**Congestion heat map**

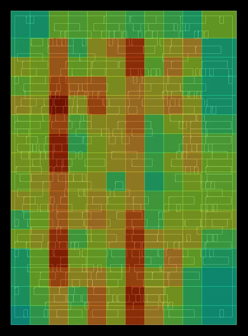
**M3 wires**

Scale: 4 px per um.
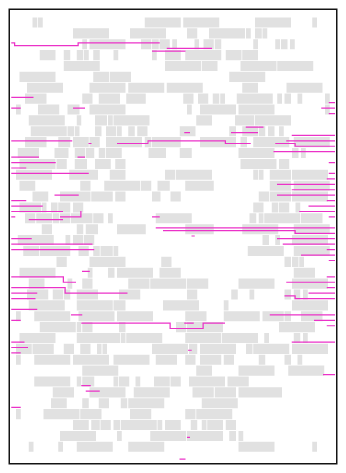
**M2 wires**

Scale: 4 px per um.
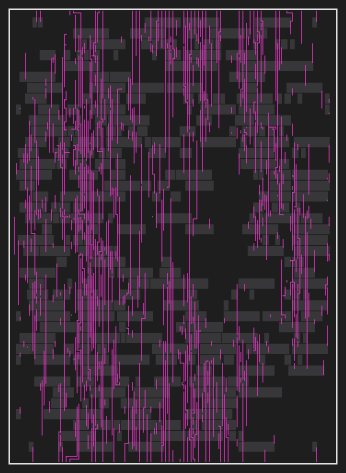
**Signal metal coverage by tile**

Scale: 3 px per um. 16 x 23 tiles, from dark blue (low) to red (high), scaled to the fullest tile. Values are wire area over tile area, all layers added.
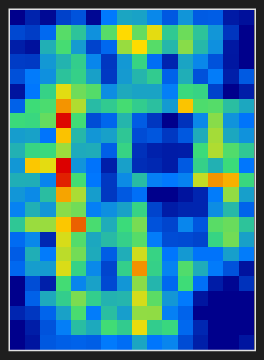
**Pin map**

Scale: 4 px per um. Pins as bars across the die edge, other pins in grey.
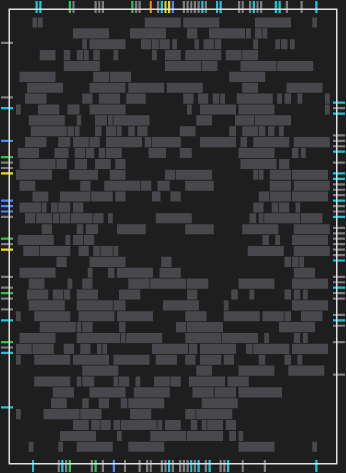
<file path="config.mk">
export PLATFORM = sky130hd
export DESIGN_NAME = pci_cfgspace
export DESIGN_NICKNAME = d
export VERILOG_FILES = /design/src/rtl/pci_cfgspace.sv
export SDC_FILE = /design/constraint.sdc
export NUM_CORES = 1
export LEC_CHECK = 0
export ABC_AREA = 0
export CAP_MARGIN = 10
export CELL_PAD_IN_SITES_DETAIL_PLACEMENT = 0
export CELL_PAD_IN_SITES_GLOBAL_PLACEMENT = 2
export CORE_ASPECT_RATIO = 1.4
export CORE_UTILIZATION = 42
export DETAILED_ROUTE_END_ITERATION = 12
export DONT_BUFFER_PORTS = 1
export HOLD_SLACK_MARGIN = 0.06
export PLACE_DENSITY = 0.84
export SLEW_MARGIN = 20
export SYNTH_ARGS = -nofsm -noshare
export SYNTH_HDL_FRONTEND = slang
export SYNTH_SLANG_ARGS = --single-unit
</file>
<file path="constraint.sdc">
create_clock -name clk -period 1.7 [get_ports clk]
set_input_delay 0.34 -clock clk [delete_from_list [all_inputs] [get_ports clk]]
set_output_delay 0.34 -clock clk [all_outputs]
set_load 0.02 [all_outputs]
</file>
<file path="src/rtl/pci_cfgspace.sv">
// PCI type-0 configuration header: fixed ID/class registers, Command/Status,
// BAR0, cache/latency and interrupt line, with registered read data.
module pci_cfgspace #(
    parameter logic [15:0] VENDOR_ID      = 16'h1234,
    parameter logic [15:0] DEVICE_ID      = 16'h11E8,
    parameter logic [31:0] CLASS_REV      = 32'h00FF0010,
    parameter logic [31:0] SUBSYS_ID      = 32'h11001AF4,
    parameter int unsigned BAR0_SIZE_LOG2 = 12,
    parameter logic [7:0]  INT_PIN        = 8'h01
) (
    input  logic        clk,
    input  logic        rst,
    input  logic        cfg_enable,
    input  logic        cfg_iswrite,
    input  logic [5:0]  cfg_offset,
    input  logic [31:0] cfg_write_val,
    input  logic [3:0]  cfg_byte_en,
    output logic [31:0] cfg_read_val,
    input  logic        intx_pending,
    input  logic        evt_parity_err,
    input  logic        evt_sys_err,
    input  logic        evt_tgt_abort,
    output logic        cmd_io_en,
    output logic        cmd_mem_en,
    output logic        cmd_bus_master,
    output logic [31:0] bar0_base,
    output logic [7:0]  int_line,
    output logic        int_assert
);

    localparam logic [15:0] CMD_MASK  = 16'h0547;
    localparam logic [31:0] BAR0_MASK = 32'hFFFF_FFFF << BAR0_SIZE_LOG2;

    logic [15:0] cmd_q, cmd_d;
    logic        perr_q, perr_d;
    logic        serr_q, serr_d;
    logic        tabt_q, tabt_d;
    logic [7:0]  lat_q, lat_d;
    logic [7:0]  cls_q, cls_d;
    logic [31:0] bar0_q, bar0_d;
    logic [7:0]  int_line_q, int_line_d;
    logic [31:0] rd_q, rd_d;

    logic [31:0] lane_mask;
    logic [31:0] rdata;
    logic        wr_en;
    logic        rd_en;

    assign wr_en = cfg_enable & cfg_iswrite;
    assign rd_en = cfg_enable & ~cfg_iswrite;

    always_comb begin
        lane_mask = '0;
        for (int unsigned i = 0; i < 4; i++) begin
            lane_mask[8*i +: 8] = {8{cfg_byte_en[i]}};
        end
    end

    always_comb begin
        rdata = '0;
        case (cfg_offset)
            6'h00: rdata = {DEVICE_ID, VENDOR_ID};
            6'h01: rdata = {perr_q, serr_q, 2'b00, tabt_q, 7'b0, intx_pending, 3'b000, cmd_q};
            6'h02: rdata = CLASS_REV;
            6'h03: rdata = {16'h0000, lat_q, cls_q};
            6'h04: rdata = bar0_q;
            6'h0B: rdata = SUBSYS_ID;
            6'h0F: rdata = {16'h0000, INT_PIN, int_line_q};
            default: rdata = '0;
        endcase
    end

    always_comb begin
        cmd_d      = cmd_q;
        perr_d     = perr_q;
        serr_d     = serr_q;
        tabt_d     = tabt_q;
        lat_d      = lat_q;
        cls_d      = cls_q;
        bar0_d     = bar0_q;
        int_line_d = int_line_q;
        rd_d       = rd_q;

        if (rd_en) begin
            rd_d = rdata;
        end

        if (wr_en) begin
            case (cfg_offset)
                6'h01: begin
                    cmd_d = (cmd_q & ~(lane_mask[15:0] & CMD_MASK))
                          | (cfg_write_val[15:0] & lane_mask[15:0] & CMD_MASK);
                    if (cfg_byte_en[3]) begin
                        perr_d = perr_q & ~cfg_write_val[31];
                        serr_d = serr_q & ~cfg_write_val[30];
                        tabt_d = tabt_q & ~cfg_write_val[27];
                    end
                end
                6'h03: begin
                    if (cfg_byte_en[0]) cls_d = cfg_write_val[7:0];
                    if (cfg_byte_en[1]) lat_d = cfg_write_val[15:8];
                end
                6'h04: begin
                    bar0_d = (bar0_q & ~(lane_mask & BAR0_MASK))
                           | (cfg_write_val & lane_mask & BAR0_MASK);
                end
                6'h0F: begin
                    if (cfg_byte_en[0]) int_line_d = cfg_write_val[7:0];
                end
                default: ;
            endcase
        end

        // Events applied after the W1C clear so a coincident set wins.
        if (evt_parity_err) perr_d = 1'b1;
        if (evt_sys_err)    serr_d = 1'b1;
        if (evt_tgt_abort)  tabt_d = 1'b1;
    end

    always_ff @(posedge clk or negedge rst) begin
        if (!rst) begin
            cmd_q      <= '0;
            perr_q     <= 1'b0;
            serr_q     <= 1'b0;
            tabt_q     <= 1'b0;
            lat_q      <= '0;
            cls_q      <= '0;
            bar0_q     <= '0;
            int_line_q <= '0;
            rd_q       <= '0;
        end else begin
            cmd_q      <= cmd_d;
            perr_q     <= perr_d;
            serr_q     <= serr_d;
            tabt_q     <= tabt_d;
            lat_q      <= lat_d;
            cls_q      <= cls_d;
            bar0_q     <= bar0_d;
            int_line_q <= int_line_d;
            rd_q       <= rd_d;
        end
    end

    assign cfg_read_val   = rd_q;
    assign cmd_io_en      = cmd_q[0];
    assign cmd_mem_en     = cmd_q[1];
    assign cmd_bus_master = cmd_q[2];
    assign bar0_base      = bar0_q;
    assign int_line       = int_line_q;
    assign int_assert     = intx_pending & ~cmd_q[10];

endmodule

</file>
==> Slide: Implementation Results <==
Implementation Results

Clock network
  • Total CTS buffers: 9
  • Number of buffers inserted to repair setup after CTS: 0
  • Number of instances resized during post-cts repair: 0
  • Clk buf depth: 2
  • Clock Tree Root: clkbuf_16
  • Deepest level of the CTS H-tree: 3
  • Clock latency on the worst-skew pair: 0.33 ns
  • Clock-pin slew of the registers on the worst-case setup and hold paths: about 0.06 ns
  • Clock tree from TritonCTS: yes
  • Clock sinks: approximately 85

Synthesis
  • Registers, synthesis: ~85
  • Unique masters post-synth: 35
  • Proportion of synthesized flip-flops having asynchronous set or reset: 1.00
  • Portion of synthesized cell area occupied by the leading cell type: 0.573
  • Mean instance size in the synthesized netlist: 12.0 um^2
  • Number of instances in the synthesized netlist: 309
  • Sequential-to-total area share from yosys stat: 0.573
  • Post-synth top area cell: dfrtp_1
  • Cell area after synthesis: ~0.0037 mm^2
  • Most instantiated library cell after synthesis: dfrtp_1
  • Top cell types by occurrence after synthesis: 85 x dfrtp_1, 41 x nand2_1, 30 x o21ai_0
  • Yosys synthesis chip area: between 0.003 and 0.004 mm^2
  • Top_reg_cell synth: dfrtp_1
  • Warning count from the yosys run: 0
  • # Cells Yosys: ~310
  • Ranking of synthesized cells by area: dfrtp_1 57%, mux2_2 8.2%, mux2_1 7.0%, nand2_1 4.1%, a22oi_1 4.0%

STA
  • Setup ws final: ~0.098 ns
  • Max Slew Vio Count: 0
  • Maximum clock rate: roughly 620 MHz
  • Post-Route Hold Slack: -0.300 ns
  • Number of hold violations in the final report: between 80 and 90
  • Fin Clk Skew: 0.00461 ns
  • Fin crit period: between 1.5 and 2 ns

Power
  • Net load switching power: 979 uW
  • Power attributed to the clock group: 2.14 mW
  • Switching Share: 0.216
  • Sequential power share: 0.486
  • Ratio of total power to cell area: slightly above 1000 mW/mm^2
  • Worst ir drop on vdd: a little over 0.0007 V
  • Share of total power in the clock network: 0.471
  • Lkg Pwr: 2.00 nW
  • Logic gate share of total power: 0.042
  • Power Sequential: 2.21 mW

Finish
  • Final standard cell area without fillers: around 0.0044 mm^2
  • Post-layout utilization of the core: 0.518
  • Most frequently placed logic cell in the final layout: dfrtp_1
  • N_diodes: 0
  • Top Layout Cells: 85 x dfrtp_1, 41 x nand2_1, 30 x o21ai_0, 30 x mux2_4, 22 x buf_4
  • Count of placed standard cells in the final layout, fillers left out: approximately 440
  • Area growth, synth to finish: 19.4%
  • Final net count: 378
  • Fraction of layout instances using a drive strength above 1: 0.309

Critical path
  • Length in cells of the worst reg-to-reg path: 4
  • Arrival time at the worst endpoint: approximately 1.8 ns
  • First element of the critical path: cfg_offset[5]
  • Startpoint Class: primary input
  • Data required, critical path: about 1.9 ns
  • CP endpoint kind: register
  • Reg2reg end: cfg_read_val[2]
  • Highest fanout seen on the critical path: 6
  • Critical path type: in -> reg

Detailed routing
  • Residual DRC count: 0
  • Via count normalized by instance count: 5.57
  • Detailed-routed wire length on met2: between 4000 and 5000 um
  • Wire length on met1: around 3600 um
  • Detailed Routing Iterations Pass 1: 4
  • Remaining antenna violation count after routing: 0
  • Drt wl/cell: just over 20 um

Run
  • OpenROAD warning count: 29

GRT
  • GR Util met1: 0.245
  • Grt ovf: 0
  • Via count of the first global-routing pass: between 2,000 and 3,000
  • Global-route wire length before repair: between 10,000 and 15,000 um

Floorplanning
  • # rows: around 40
  • Die Footprint: 0.00923 mm^2
  • Area of the core: 0.00856 mm^2
  • Pre-Place Util: 0.434
  • Ports placed on the boundary: between 100 and 150
  • Horizontal die dimension: between 80 and 90 um
  • Die Span Y: between 100 and 150 um

Place
  • Pre-CTS WS: -0.235 ns
  • I/O Buffers: 0
  • Routability cong.: approximately 0.85
  • Placed cell count: 422

Status
  • Failing checks: negative hold slack
  • Status: finished, violations left

Worst hold path
  • Hold WC Path Type: in -> async
Notes on 'congestion heat map' above:
GR Util All Layers: 0.206
met3 capacity usage during global routing: 0.0742
met2 usage in global routing: 0.326
global-route layer with the greatest usage: met2

Notes on 'M3 wires' above:
wire length on this layer = 709 um
nets with wire on the layer = 69

Notes on 'M2 wires' above:
longest straight run = 56.9 um
wire length on this layer = 4,420 um

Notes on 'signal metal coverage by tile' above:
fullest tile = 0.48
emptiest ninth of the die = bottom right
densest ninth of the die = left middle
mean over tiles = 0.16
nearly empty tiles = 7.3%

Notes on 'pin map' above:
`int_line` -> green  # pins 8, direction output, edge 4 left, 2 top, 2 bottom
`evt_parity_err` -> orange  # pins 1, direction input, edge top
`cfg_offset` -> blue  # pins 6, direction input, edge 4 left, 1 top, 1 bottom
`bar0_base` -> cyan  # pins 32, direction output, edge 10 top, 10 right, 8 bottom, 4 left
`cfg_byte_en` -> yellow  # pins 4, direction input, edge 2 left, 2 top

==> logic make-up (layout without fill, tap and decap cells) <==
| logic type | after synthesis | count (layout) | synth area share |
|---|---|---|---|
| AND-OR/OR-AND | 68 | 68 | 0.117 |
| buffers and inverters | 33 | 46 | 0.0536 |
| flip-flops | 85 | 85 | 0.573 |
| multiplexers | 50 | 50 | 0.152 |
| other | 1 | 12 | 0.00101 |
| AND/OR/NAND/NOR | 72 | 72 | 0.104 |
==> worst max-delay path, stage by stage <==
cell,delay (ns)
or4_4,0.55
nor2_4,0.17
and4_1,0.26
buf_4,0.19
mux2_4,0.31
==> final cells by class <==
type	count	area, um^2
clock inverter	3	67.6
clock buffer	13	260
sequential	85	2130
multi-input combinational	202	1570
timing repair buffer	27	265
fill	752	4120
inverter	3	11.3
tap	105	131
No activity file was given, so power comes from the tool's default toggle rates.
